### config.mk
export PLATFORM = sky130hd
export DESIGN_NAME = ser_160
export DESIGN_NICKNAME = d
export VERILOG_FILES = /design/src/rtl/ser_160.sv
export SDC_FILE = /design/constraint.sdc
export NUM_CORES = 1
export LEC_CHECK = 0
export CAP_MARGIN = 15
export CORE_UTILIZATION = 30
export DETAILED_ROUTE_END_ITERATION = 10
export GPL_TIMING_DRIVEN = 0
export PLACE_DENSITY = 0.47
export SKIP_LAST_GASP = 1
export SLEW_MARGIN = 25
export SYNTH_ARGS = -nofsm -noshare
export SYNTH_HDL_FRONTEND = slang
export SYNTH_SLANG_ARGS = --single-unit
### constraint.sdc
create_clock -name clock_160 -period 6.49 [get_ports clock_160]
set_clock_uncertainty 0.05 [all_clocks]
set_input_delay 0.9735 -clock clock_160 [delete_from_list [all_inputs] [get_ports clock_160]]
set_output_delay 0.9735 -clock clock_160 [all_outputs]
set_load 0.1 [all_outputs]
### src/rtl/ser_160.sv
// Oversampled LSB-first serializer: 8-bit words through a small FIFO, each bit held OVERSAMPLE clocks.
// Optional SER_IDLE_PATTERN_EN: after the first enable, frames never stop and gaps are filled with IDLE_WORD.
module ser_160 #(
  parameter int FIFO_DEPTH = 4,
  parameter int OVERSAMPLE = 4,
`ifdef SER_IDLE_PATTERN_EN
  parameter logic [7:0] IDLE_WORD = 8'hBC,
`endif
  parameter int LVL_W = $clog2(FIFO_DEPTH + 1)
) (
  input  logic             clock_160,
  input  logic             reset,
  input  logic             enable,
  input  logic [7:0]       data_in,
  input  logic             data_valid,
  output logic             data_ready,
  output logic             data_out,
  output logic             word_start,
  output logic             busy,
  output logic [LVL_W-1:0] fifo_level
);

  localparam int AW = $clog2(FIFO_DEPTH);
  localparam int PW = $clog2(OVERSAMPLE);

  typedef enum logic {S_IDLE, S_SHIFT} state_t;

  state_t           r_state;
  logic [PW-1:0]    r_phase;
  logic [2:0]       r_bit;
  logic [7:0]       r_shift;
  logic             r_data_out;
  logic             r_word_start;
  logic             r_busy;
  logic [7:0]       r_mem [FIFO_DEPTH];
  logic [AW-1:0]    r_wptr;
  logic [AW-1:0]    r_rptr;
  logic [LVL_W-1:0] r_level;

  logic       w_full;
  logic       w_push;
  logic       w_pop;
  logic       w_load;
  logic       w_last_phase;
  logic       w_frame_end;
  logic [7:0] w_load_word;

  assign w_full       = (r_level == LVL_W'(FIFO_DEPTH));
  assign w_push       = data_valid && !w_full;
  assign w_last_phase = (r_phase == PW'(OVERSAMPLE - 1));
  assign w_frame_end  = (r_state == S_SHIFT) && w_last_phase && (r_bit == 3'd7);
  assign w_pop        = enable && (r_level != '0) && ((r_state == S_IDLE) || w_frame_end);

`ifdef SER_IDLE_PATTERN_EN
  // Once running, every frame boundary reloads: a data word if one may be popped, else the filler.
  assign w_load      = (r_state == S_IDLE) ? enable : w_frame_end;
  assign w_load_word = w_pop ? r_mem[r_rptr] : IDLE_WORD;
`else
  assign w_load      = w_pop;
  assign w_load_word = r_mem[r_rptr];
`endif

  assign data_ready = !w_full;
  assign data_out   = r_data_out;
  assign word_start = r_word_start;
  assign busy       = r_busy;
  assign fifo_level = r_level;

  always_ff @(posedge clock_160) begin
    if (w_push) r_mem[r_wptr] <= data_in;
  end

  always_ff @(posedge clock_160 or negedge reset) begin
    if (!reset) begin
      r_wptr  <= '0;
      r_rptr  <= '0;
      r_level <= '0;
    end else begin
      if (w_push) r_wptr <= r_wptr + AW'(1);
      if (w_pop)  r_rptr <= r_rptr + AW'(1);
      case ({w_push, w_pop})
        2'b10:   r_level <= r_level + LVL_W'(1);
        2'b01:   r_level <= r_level - LVL_W'(1);
        default: r_level <= r_level;
      endcase
    end
  end

  // r_shift[0] is always the bit currently on the line.
  always_ff @(posedge clock_160) begin
    if (w_load)
      r_shift <= w_load_word;
    else if ((r_state == S_SHIFT) && w_last_phase)
      r_shift <= r_shift >> 1;
  end

  always_ff @(posedge clock_160 or negedge reset) begin
    if (!reset) begin
      r_state      <= S_IDLE;
      r_phase      <= '0;
      r_bit        <= '0;
      r_data_out   <= 1'b0;
      r_word_start <= 1'b0;
      r_busy       <= 1'b0;
    end else begin
      r_word_start <= 1'b0;
      if (w_load) begin
        r_state      <= S_SHIFT;
        r_phase      <= '0;
        r_bit        <= '0;
        r_data_out   <= w_load_word[0];
        r_word_start <= w_pop;
        r_busy       <= 1'b1;
      end else if (r_state == S_SHIFT) begin
        if (w_frame_end) begin
          r_state    <= S_IDLE;
          r_phase    <= '0;
          r_bit      <= '0;
          r_data_out <= 1'b0;
          r_busy     <= 1'b0;
        end else begin
          r_phase <= r_phase + PW'(1);
          if (w_last_phase) begin
            r_bit      <= r_bit + 3'd1;
            r_data_out <= r_shift[1];
          end
        end
      end
    end
  end

endmodule

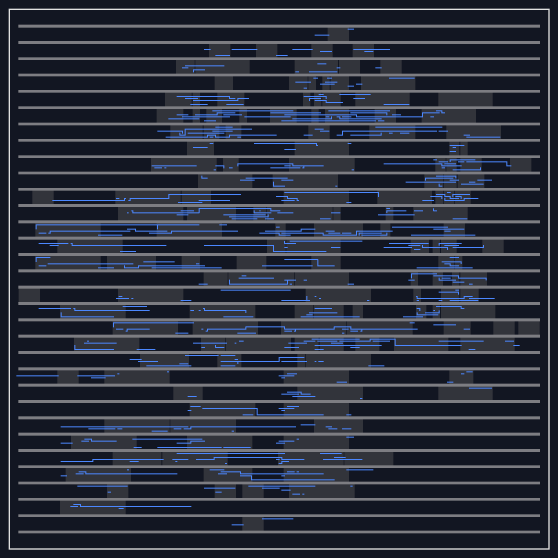
(run_1/m1.png)
Drawn at 6 px/um. Supply wires on this layer in gray.
main direction: horizontal
nets with wire on the layer: 162
share of all routed wire: 44%
Routed WL: 3.88 mm
via count: 1177
global-route track usage on met1: 0.119

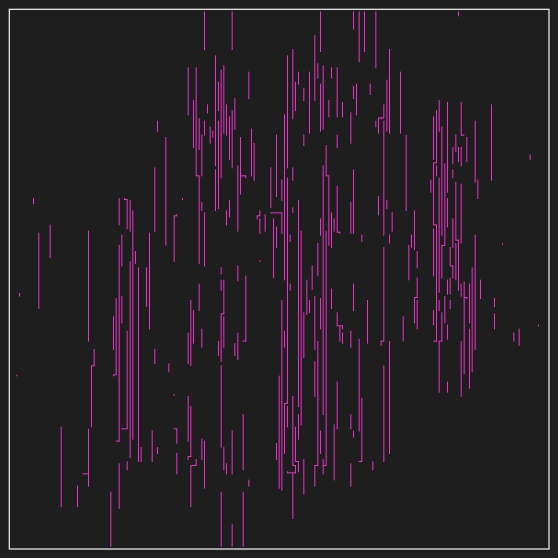
(run_1/m2.png)
Drawn at 6 px/um.
nets with wire on the layer: 158
longest straight run: 41.5 um
share of all routed wire: 52%
wire length on this layer: 2030 um
main direction: vertical
met2 Resource Use GR: 0.183

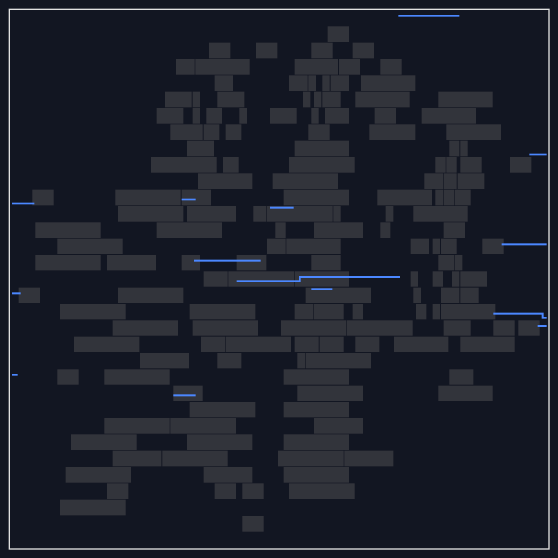
(run_1/m3.png)
Drawn at 6 px/um.
share of all routed wire: 2.2%
wire length on this layer: 86.3 um
nets with wire on the layer: 10
longest straight run: 16.6 um
main direction: horizontal
met3 Usage GRT: 0.0245

==> out/results.ini, run 1 <==
[run_status]
status=finished clean

[drt]
first_pass_iters=4
dr_wl_met2_mm=2.03
drc=0
wl_per_cell_um=15.1
topRoutingLayerUsed=met4

[final_layout]
final_area_mm2=0.00270
nonClkBufAreaFrac=0.0714
final-comb-area_um2=694
finalNetCount=178
layout.cells.most_common_list=39 x edfxtp_1, 18 x clkdlybuf4s50_1, 16 x dfrtp_1
n_sequential_cell=55
comb_cells=66
sh_seq_area=0.583

[critical_path]
required_ns=5.47
path_cells=or3b_4 -> clkdlybuf4s50_1
critPathMaxFanout=6
reg2reg_from=r_bit[0]
cpPeakStageDelay_ns=0.98
cp_top_family=buffers and inverters
reg2reg_setup_slack_ns=3.77
crit_arrival_ns=2.23
worst-path-buf-inv=1

[sta]
finalClockPeriodUsage=0.501
whs_ns=0.474
maxSlewViolCount=0
final_hold_viol_count=0
fin_ws_ns=3.24

[clock_network]
clock_latency_ns=0.30
cts_hold_buffers=0
cts.path.max_buffers=2
clk_pin_slew_ns=0.09
numCtsBuffers=5
root_buffer=clkbuf_8
cts_resized=0
postCtsSetupBuffers=0

[yosys]
synth_cell_type_count=34
floorplan.nets=153
syn_inst=132
ff_type=edfxtp_1
ys_cells=132
logic_family=multiplexers
synth-adder-area-share=0.0520
syn-cell-area_mm2=0.00231
edf_count=39
avgSynthCellArea_um2=17.5
synth-async-reset-ratio=0.291
aoi_share=0.0461
yosys_warnings=0
ys_chip_area_mm2=0.00231
xor_share=0.0228

[die]
io_pins=19
rows=31
die-area_mm2=0.00805
die_w_um=89.7
die-height_um=89.7

[power]
ir_drop_mv=0.112

[placement]
gp_congestion=0.714
placed_cell_area_mm2=0.00261

[min_path]
min_path_type=reg2reg
hold_path_depth=1

[global_route]
grt_pass1_vias=1234
grt_pass1_wl_mm=6.32

run 1: state kept, by name (all words and copies together) (netlist names), 2 cells and up:
| register | count |
|---|---|
| fifo_level | 3 |
| r_bit | 3 |
| r_mem | 32 |
| r_phase | 2 |
| r_rptr | 2 |
| r_shift | 7 |
| r_wptr | 2 |
run 1: power by group:
group          leakage (nW)  internal [mW]  switching (mW)
Combinational         0.388          0.179           0.288
Clock                0.0428         0.0758           0.106
Sequential            0.552          0.492          0.0510
Total                 0.983          0.746           0.445
run 1: layer usage:
metal | vias up | track usage
met5 | - | 0
met4 | 0 | 0.0492
met3 | 5 | 0.0245
met2 | 16 | 0.183
met1 | 609 | 0.119
li1 | 547 | -
run 1: stage by stage:
| step | total power [mW] | instances |
|---|---|---|
| floorplan | 0.901 | 132 |
| global placement | 1.01 | 249 |
| detailed placement | 1.03 | 249 |
| CTS | 1.21 | 257 |
| global route | 1.26 | 257 |
| finish | 1.19 | 257 |
run 1: cell usage after synthesis (2+ instances only):
cell,instances,area [um2]
clkbuf_1,2,7.51
edfxtp_1,39,1170
xor2_1,3,26.3
xnor2_1,3,26.3
mux2i_1,2,20.0
o21ai_0,2,10.0
nor3_1,2,10.0
mux4_2,8,180
dfrtp_1,16,400
nand2_1,4,15.0
inv_1,8,30.0
mux2_2,7,78.8
ha_1,8,100
and3_2,4,30.0
nand3_1,3,15.0
nor2_1,3,11.3
run 1: worst max-delay path by stage:
stage | startpoint | end | slack [ns] | cells past startpoint
floorplan | fifo_level[2] | fifo_level[2] | 3.46 | 9
global placement | enable | fifo_level[2] | 3.08 | 9
detailed placement | enable | fifo_level[2] | 3.05 | 9
CTS | fifo_level[0] | data_ready | 3.23 | 2
global route | fifo_level[2] | data_ready | 3.18 | 2
finish | fifo_level[0] | data_ready | 3.24 | 2
==> run 1 -> run 2 <==
Settings changed: PLACE_DENSITY 0.47 to 0.48.
Clock period 6.49 ns to 2.7 ns, I/O delays scaled along.
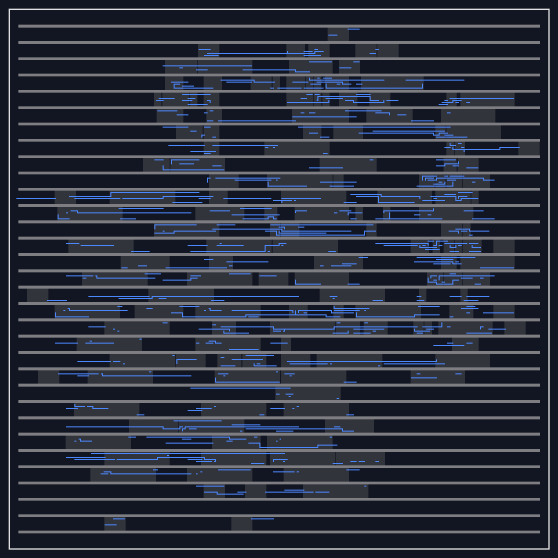
(run_2/m1.png)
Drawn at 6 px/um. Supply wires on this layer in gray.
main direction: horizontal
nets with wire on the layer: 162
longest straight run: 32.2 um
via count: 1173
Routed WL: 3.79 mm
global-route track usage on met1: 0.129

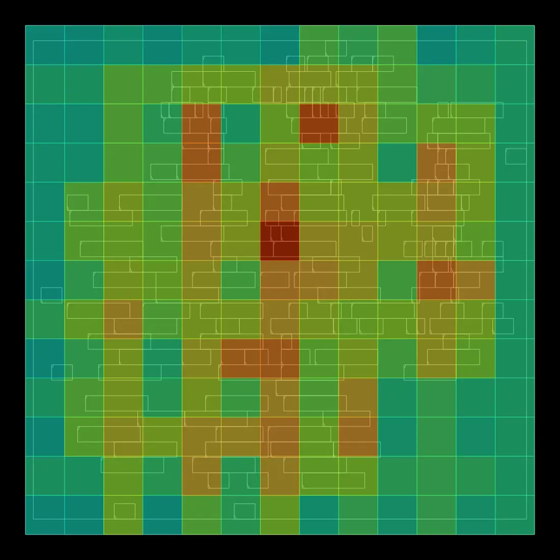
(run_2/congestion_map.png)
grt peak-use layer: met2
Total GRT Usage: 0.103

==> run 2 against run 1 <==
  * Global-route usage fell by 0.057 points
  * Die area did not move
  * Register-to-register slack worse by 3.4 ns
==> out/results.ini, run 2 <==
[critical_path]
cp-startpoint=fifo_level[2]  ; was fifo_level[0]
reg2regPathDepth=9  ; was 10
r2r-end=fifo_level[2]  ; unchanged
critPathMaxFanout=6  ; unchanged
path_cells=or3b_4 -> dlygate4sd2_1  ; was or3b_4 -> clkdlybuf4s50_1
slowest_stage=dlygate4sd2_1  ; was clkdlybuf4s50_1
cp_top_family=buffers and inverters  ; unchanged
required_ns=2.25  ; was 5.47 ns
reg2reg_from=fifo_level[0]  ; was r_bit[0]
critPathLaunchType=register  ; unchanged
worst-path-buf-inv=1  ; unchanged
end_kind=primary output  ; unchanged
reg2reg_setup_slack_ns=0.41  ; was 3.77 ns
crit_arrival_ns=1.96  ; was 2.23 ns
cp.depth=2  ; unchanged
crit_type=reg2out  ; unchanged
cp-endpoint=data_ready  ; unchanged
cpPeakStageDelay_ns=0.86  ; was 0.98 ns

[min_path]
min_path_type=in2async  ; was reg2reg

[placement]
hpwl_mm=2.66  ; was 2.67 mm
io_buffers=18  ; unchanged
gp_congestion=0.741  ; was 0.714

[clock_network]
postCtsSetupBuffers=0  ; unchanged
cts.sinks=55  ; unchanged
cts_hold_buffers=0  ; unchanged
cts_resized=2  ; was 0
cts_tree=yes  ; unchanged
clock_latency_ns=0.31  ; was 0.30 ns
clk_pin_slew_ns=0.10  ; was 0.09 ns
h-tree-depth=2  ; unchanged
root_buffer=clkbuf_8  ; unchanged
cts.path.max_buffers=2  ; unchanged
numCtsBuffers=5  ; unchanged

[drt]
wl_per_cell_um=14.7  ; was 15.1 um
drt_iter0_markers=35  ; was 39
vias_per_cell=4.55  ; was 4.58
drc=0  ; unchanged
ant_nets=0  ; unchanged
first_pass_iters=4  ; unchanged

[final_layout]
layout.cells.most_common_list=39 x edfxtp_1, 17 x clkdlybuf4s50_1, 13 x dfrtp_1  ; was 39 x edfxtp_1, 18 x clkdlybuf4s50_1, 16 x dfrtp_1
postLayoutCoreUtil=0.371  ; was 0.368
lay_top_count=edfxtp_1  ; unchanged
top_register=r_mem  ; unchanged
layout-drive-gt1-share=0.245  ; was 0.209
finalNetCount=179  ; was 178
syn_to_final_growth_pct=17.8  ; was 16.9%
reg_top3=r_mem x32, r_shift x7  ; unchanged
largest_register_ffs=32  ; unchanged
diodes=0  ; unchanged

[yosys]
syn-cell-area_mm2=0.00231  ; unchanged
synth-seq-cells=55  ; unchanged
ys_chip_area_mm2=0.00231  ; unchanged
yosysSeqAreaShare=0.681  ; unchanged
ff_type=edfxtp_1  ; unchanged
simple_gate_area_frac=0.0526  ; unchanged
yosys_warnings=0  ; unchanged
common_cells=39 x edfxtp_1, 16 x dfrtp_1, 8 x ha_1, 8 x inv_1, 8 x mux4_2  ; unchanged
top_area_cell=edfxtp_1  ; unchanged
avgSynthCellArea_um2=17.5  ; unchanged
aoi_share=0.0461  ; unchanged
xor_share=0.0228  ; unchanged
syn_inst=132  ; unchanged
edf_count=39  ; unchanged
synth-async-reset-ratio=0.291  ; unchanged
synth-adder-area-share=0.0520  ; unchanged
topCellsByArea=edfxtp_1 51%, dfrtp_1 17%, mux4_2 7.8%  ; unchanged
synth.top_cell.area_share=0.507  ; unchanged
synth_cell_type_count=34  ; unchanged
logic_family=multiplexers  ; unchanged
floorplan.nets=153  ; unchanged
ys_cells=132  ; unchanged
most_common_cell=edfxtp_1  ; unchanged
mux_area_frac=0.127  ; unchanged

[global_route]
antenna_found_initial=0  ; unchanged
grt_max_degree=18  ; was 17
overflow=0  ; unchanged
grt_pass1_vias=1235  ; was 1234
grt_pass1_wl_mm=6.36  ; was 6.32 mm

[die]
fp_util=0.315  ; unchanged
coreArea_mm2=0.00733  ; unchanged
die_w_um=89.7  ; unchanged
die-area_mm2=0.00805  ; unchanged
die-height_um=89.7  ; unchanged
io_pins=19  ; unchanged
rows=31  ; unchanged

[run_status]
status=finished clean  ; unchanged

[power]
p_seq_frac=0.457  ; was 0.456
combinationalPowerShare=0.387  ; was 0.392
sw_frac_of_total=0.374  ; about the same
ir_drop_mv=0.255  ; was 0.112 mV
switching_power_mw=1.08  ; was 0.445 mW
power.density_mw_per_mm2=1060  ; was 442 mW/mm2
p_int_mw=1.80  ; was 0.746 mW
p_clk_frac=0.156  ; was 0.153
leakage_nw=0.986  ; was 0.983 nW

[sta]
final.min_clock_period_ns=2.42
slew_headroom=0.355  ; was 0.356
finalSetupViolCount=0  ; unchanged
grt_setup_unrepaired=false  ; unchanged
fmax_mhz=414
whs_ns=0.478  ; was 0.474 ns
final_hold_viol_count=0  ; unchanged
maxSlewViolCount=0  ; unchanged
worst_pin_slew_ns=0.965  ; was 0.964 ns
finalClockPeriodUsage=0.895

[run]
warnings=29  ; unchanged
maxCapViolations=0  ; unchanged

## run 2: cell counts after synthesis
Identical to the previous run, type by type.
## run 2: worst reg2reg max path, cell delays in order (launching register included)
cell     delay [ns]
dfrtp_2        0.47
or3b_4         0.44
and2_4         0.19
inv_1          0.06
ha_1           0.17
inv_1          0.06
fa_1           0.37
xor2_1         0.15
nor2_1         0.11
xor2_1         0.15
## run 2: final cells by class
class	instances	area, um2
plain buffers	3	12.5
repair buffers	19	186
clock buffers	5	68.8
flip-flops and latches	55	1580
well taps	99	124
multi-input cells	66	702
clock inverters	3	18.8
fillers	687	4610
inverters	8	30.0
## run 2: layer usage
| metal | share of wire | track usage | wire length [um] | vias to the layer above |
|---|---|---|---|---|
| met4 | 0.019 | 0.0451 | 72 | 0 |
| met5 | 0 | 0 | 0 | - |
| met3 | 0.029 | 0.0237 | 111 | 6 |
| li1 | - | - | - | 551 |
| met2 | 0.51 | 0.172 | 1920 | 16 |
| met1 | 0.44 | 0.129 | 1680 | 600 |
## run 2: per-stage QoR
| stage | setup TNS [ns] | cell area [um2] | std cells | power (mW) | setup WS (ns) |
|---|---|---|---|---|---|
| final | 0 | 2720 | 258 | 2.88 | 0.283 |
| after global routing | 0 | 2720 | 258 | 3.06 | 0.232 |
| after CTS | 0 | 2710 | 257 | 2.92 | 0.163 |
| after detailed placement | -0.163 | 2620 | 249 | 2.48 | -0.163 |
| after global placement | -0.147 | 2620 | 249 | 2.43 | -0.147 |
| after floorplan | 0 | 2310 | 132 | 2.18 | 0.0535 |
## run 2: power groups by stage
stage	clock, mW	combinational, mW	sequential (mW)
finish	0.450	1.11	1.31
detailed placement	0	1.14	1.34
CTS	0.466	1.14	1.32
floorplan	0	0.634	1.54
global placement	0	1.11	1.32
global route	0.493	1.22	1.35
==> run 2 -> run 3 <==
Settings changed: CTS_CLUSTER_SIZE from default to 20, TNS_END_PERCENT from default to 10.
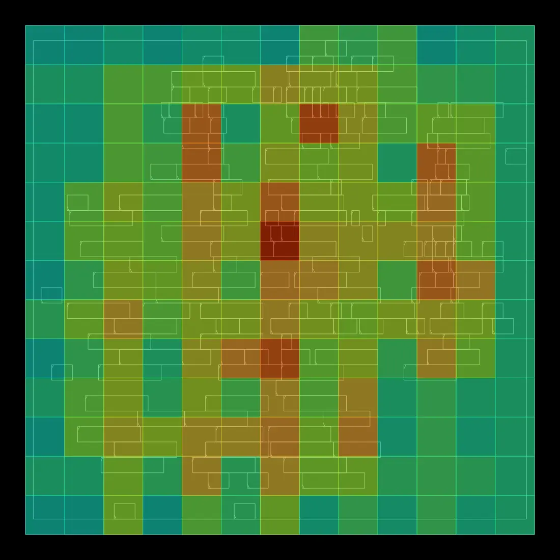
(run_3/congestion_map.png)
Avg WL per Cell: 14.6 um
met2 Resource Use GR: 0.172
Total GRT Usage: 0.104

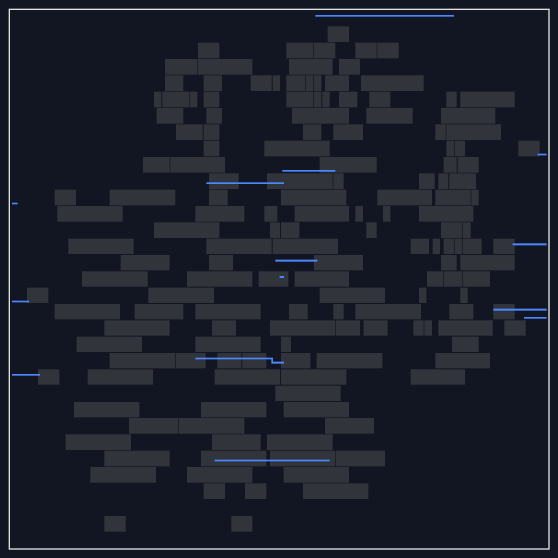
(run_3/m3.png)
Drawn at 6 px/um.
wire length on this layer: 111 um
main direction: horizontal
nets with wire on the layer: 10
Routed WL: 3.76 mm
met3 Usage GRT: 0.0237

==> run 3 against run 2 <==
  * Core utilization down 0.051 points
  * First-iteration DRC count up 5.7%
  * Total power about the same
  * Largest power group unchanged
==> out/results.ini, run 3 <==
[yosys]
topCellsByArea=edfxtp_1 51%, dfrtp_1 17%, mux4_2 7.8%  ; unchanged
avgSynthCellArea_um2=17.5  ; unchanged
syn_inst=132  ; unchanged
ff_type=edfxtp_1  ; unchanged
floorplan.nets=153  ; unchanged
yosysSeqAreaShare=0.681  ; unchanged
syn-cell-area_mm2=0.00231  ; unchanged
synth-seq-cells=55  ; unchanged
synth-async-reset-ratio=0.291  ; unchanged
synth.top_cell.area_share=0.507  ; unchanged
ys_chip_area_mm2=0.00231  ; unchanged
synth_cell_type_count=34  ; unchanged
most_common_cell=edfxtp_1  ; unchanged

[min_path]
min_path_type=reg2reg  ; was in2async

[power]
p_int_mw=1.80  ; about the same
p_clk_frac=0.156  ; about the same
ir_drop_mv=0.255  ; about the same
sw_frac_of_total=0.373  ; was 0.374
power.density_mw_per_mm2=1060  ; about the same
combinationalPowerShare=0.387  ; about the same
switching_power_mw=1.07  ; was 1.08 mW

[run]
warnings=31  ; was 29

[final_layout]
n_sequential_cell=55  ; unchanged
largest_register_ffs=32  ; unchanged
nonClkBufAreaFrac=0.0719  ; was 0.0731
syn_to_final_growth_pct=17.7  ; was 17.8%
final-comb-area_um2=702  ; unchanged
finalNetCount=178  ; was 179
n_all_inverters=8  ; unchanged
comb_cells=66  ; unchanged
num-nonclk-buffers=21  ; was 22

[critical_path]
end_kind=register  ; was primary output
crit_type=reg2reg  ; was reg2out
crit_arrival_ns=2.68  ; was 1.96 ns
required_ns=2.88  ; was 2.25 ns
critPathMaxFanout=11  ; was 6
critPathLaunchType=register  ; unchanged

[drt]
ant_nets=0  ; unchanged
met1_length_mm=1.66  ; was 1.68 mm
vias_per_cell=4.56  ; was 4.55
drc=0  ; unchanged
met3_length_um=111  ; unchanged
dr_wl_met2_mm=1.91  ; was 1.92 mm
topRoutingLayerUsed=met4  ; unchanged
drt_iter0_markers=37  ; was 35

[clock_network]
cts_resized=1  ; was 2
numCtsBuffers=5  ; unchanged
root_buffer=clkbuf_8  ; unchanged
cts.path.max_buffers=2  ; unchanged
cts.sinks=55  ; unchanged
clk_pin_slew_ns=0.10  ; about the same
h-tree-depth=2  ; unchanged
clock_latency_ns=0.30  ; was 0.31 ns
postCtsSetupBuffers=0  ; unchanged

[placement]
io_buffers=18  ; unchanged
hpwl_mm=2.66  ; unchanged
gp_congestion=0.741  ; unchanged

[sta]
final_hold_viol_count=0  ; unchanged
finalSetupViolCount=0  ; unchanged

[die]
io_pins=19  ; unchanged
fp_util=0.315  ; unchanged

[global_route]
grt_pass1_wl_mm=6.38  ; was 6.36 mm
grt_pass1_vias=1239  ; was 1235
grt_max_degree=18  ; unchanged

[run_status]
status=finished clean  ; unchanged

-- run 3: cell types whose count changed in the layout (fill, tap and decap cells not counted) --
cell,before,now
buf_4,1,0
dlygate4sd2_1,1,0
dlymetal6s2s_1,0,1
-- run 3: metrics by stage --
stage / std cells / setup slack [ns] / setup TNS, ns / hold slack (ns) / instance area, um2
4_1_cts: 257 / -0.00643 / -0.00643 / 0.481 / 2710
2_1_floorplan: 132 / 0.0535 / 0 / 0.0594 / 2310
3_3_place_gp: 249 / -0.147 / -0.147 / 0.435 / 2620
3_5_place_dp: 249 / -0.163 / -0.163 / 0.457 / 2620
6_report: 257 / 0.206 / 0 / 0.474 / 2720
5_1_grt: 257 / -0.0255 / -0.0255 / 0.511 / 2720
-- run 3: final timing paths --
kind	from	end	slack [ns]	cells after the start
worst max-delay path	r_bit[0]	fifo_level[2]	0.21	10
worst min-delay path	r_phase[0]	r_phase[0]	0.47	1
worst max register to register	r_bit[0]	fifo_level[2]	0.21	10
worst min register to register	r_phase[0]	r_phase[0]	0.47	1
max in group asynchronous	reset	fifo_level[2]	1.57	1
min in group asynchronous	reset	r_bit[2]	0.48	1
-- run 3: worst max-delay path: stages, from the launching register on --
cell and delay, ns:
dfrtp_1 0.37, ha_1 0.16, ha_1 0.21, nand2_1 0.16, a21oi_4 0.39, ha_1 0.26, inv_1 0.06, fa_1 0.37
xor2_1 0.15, nor2_1 0.11, xor2_1 0.15
-- run 3: cells by family (layout without fill, tap and decap cells) --
logic type | count (synthesis) | count (layout) | synth area share
compound gates | 12 | 12 | 0.0461
fa+ha+maj | 9 | 9 | 0.0520
flops | 55 | 55 | 0.681
xor+xnor | 6 | 6 | 0.0228
simple gates | 21 | 21 | 0.0526
mux | 18 | 18 | 0.127
buf+inv | 11 | 37 | 0.0184
Power and IR drop assume default switching activity.
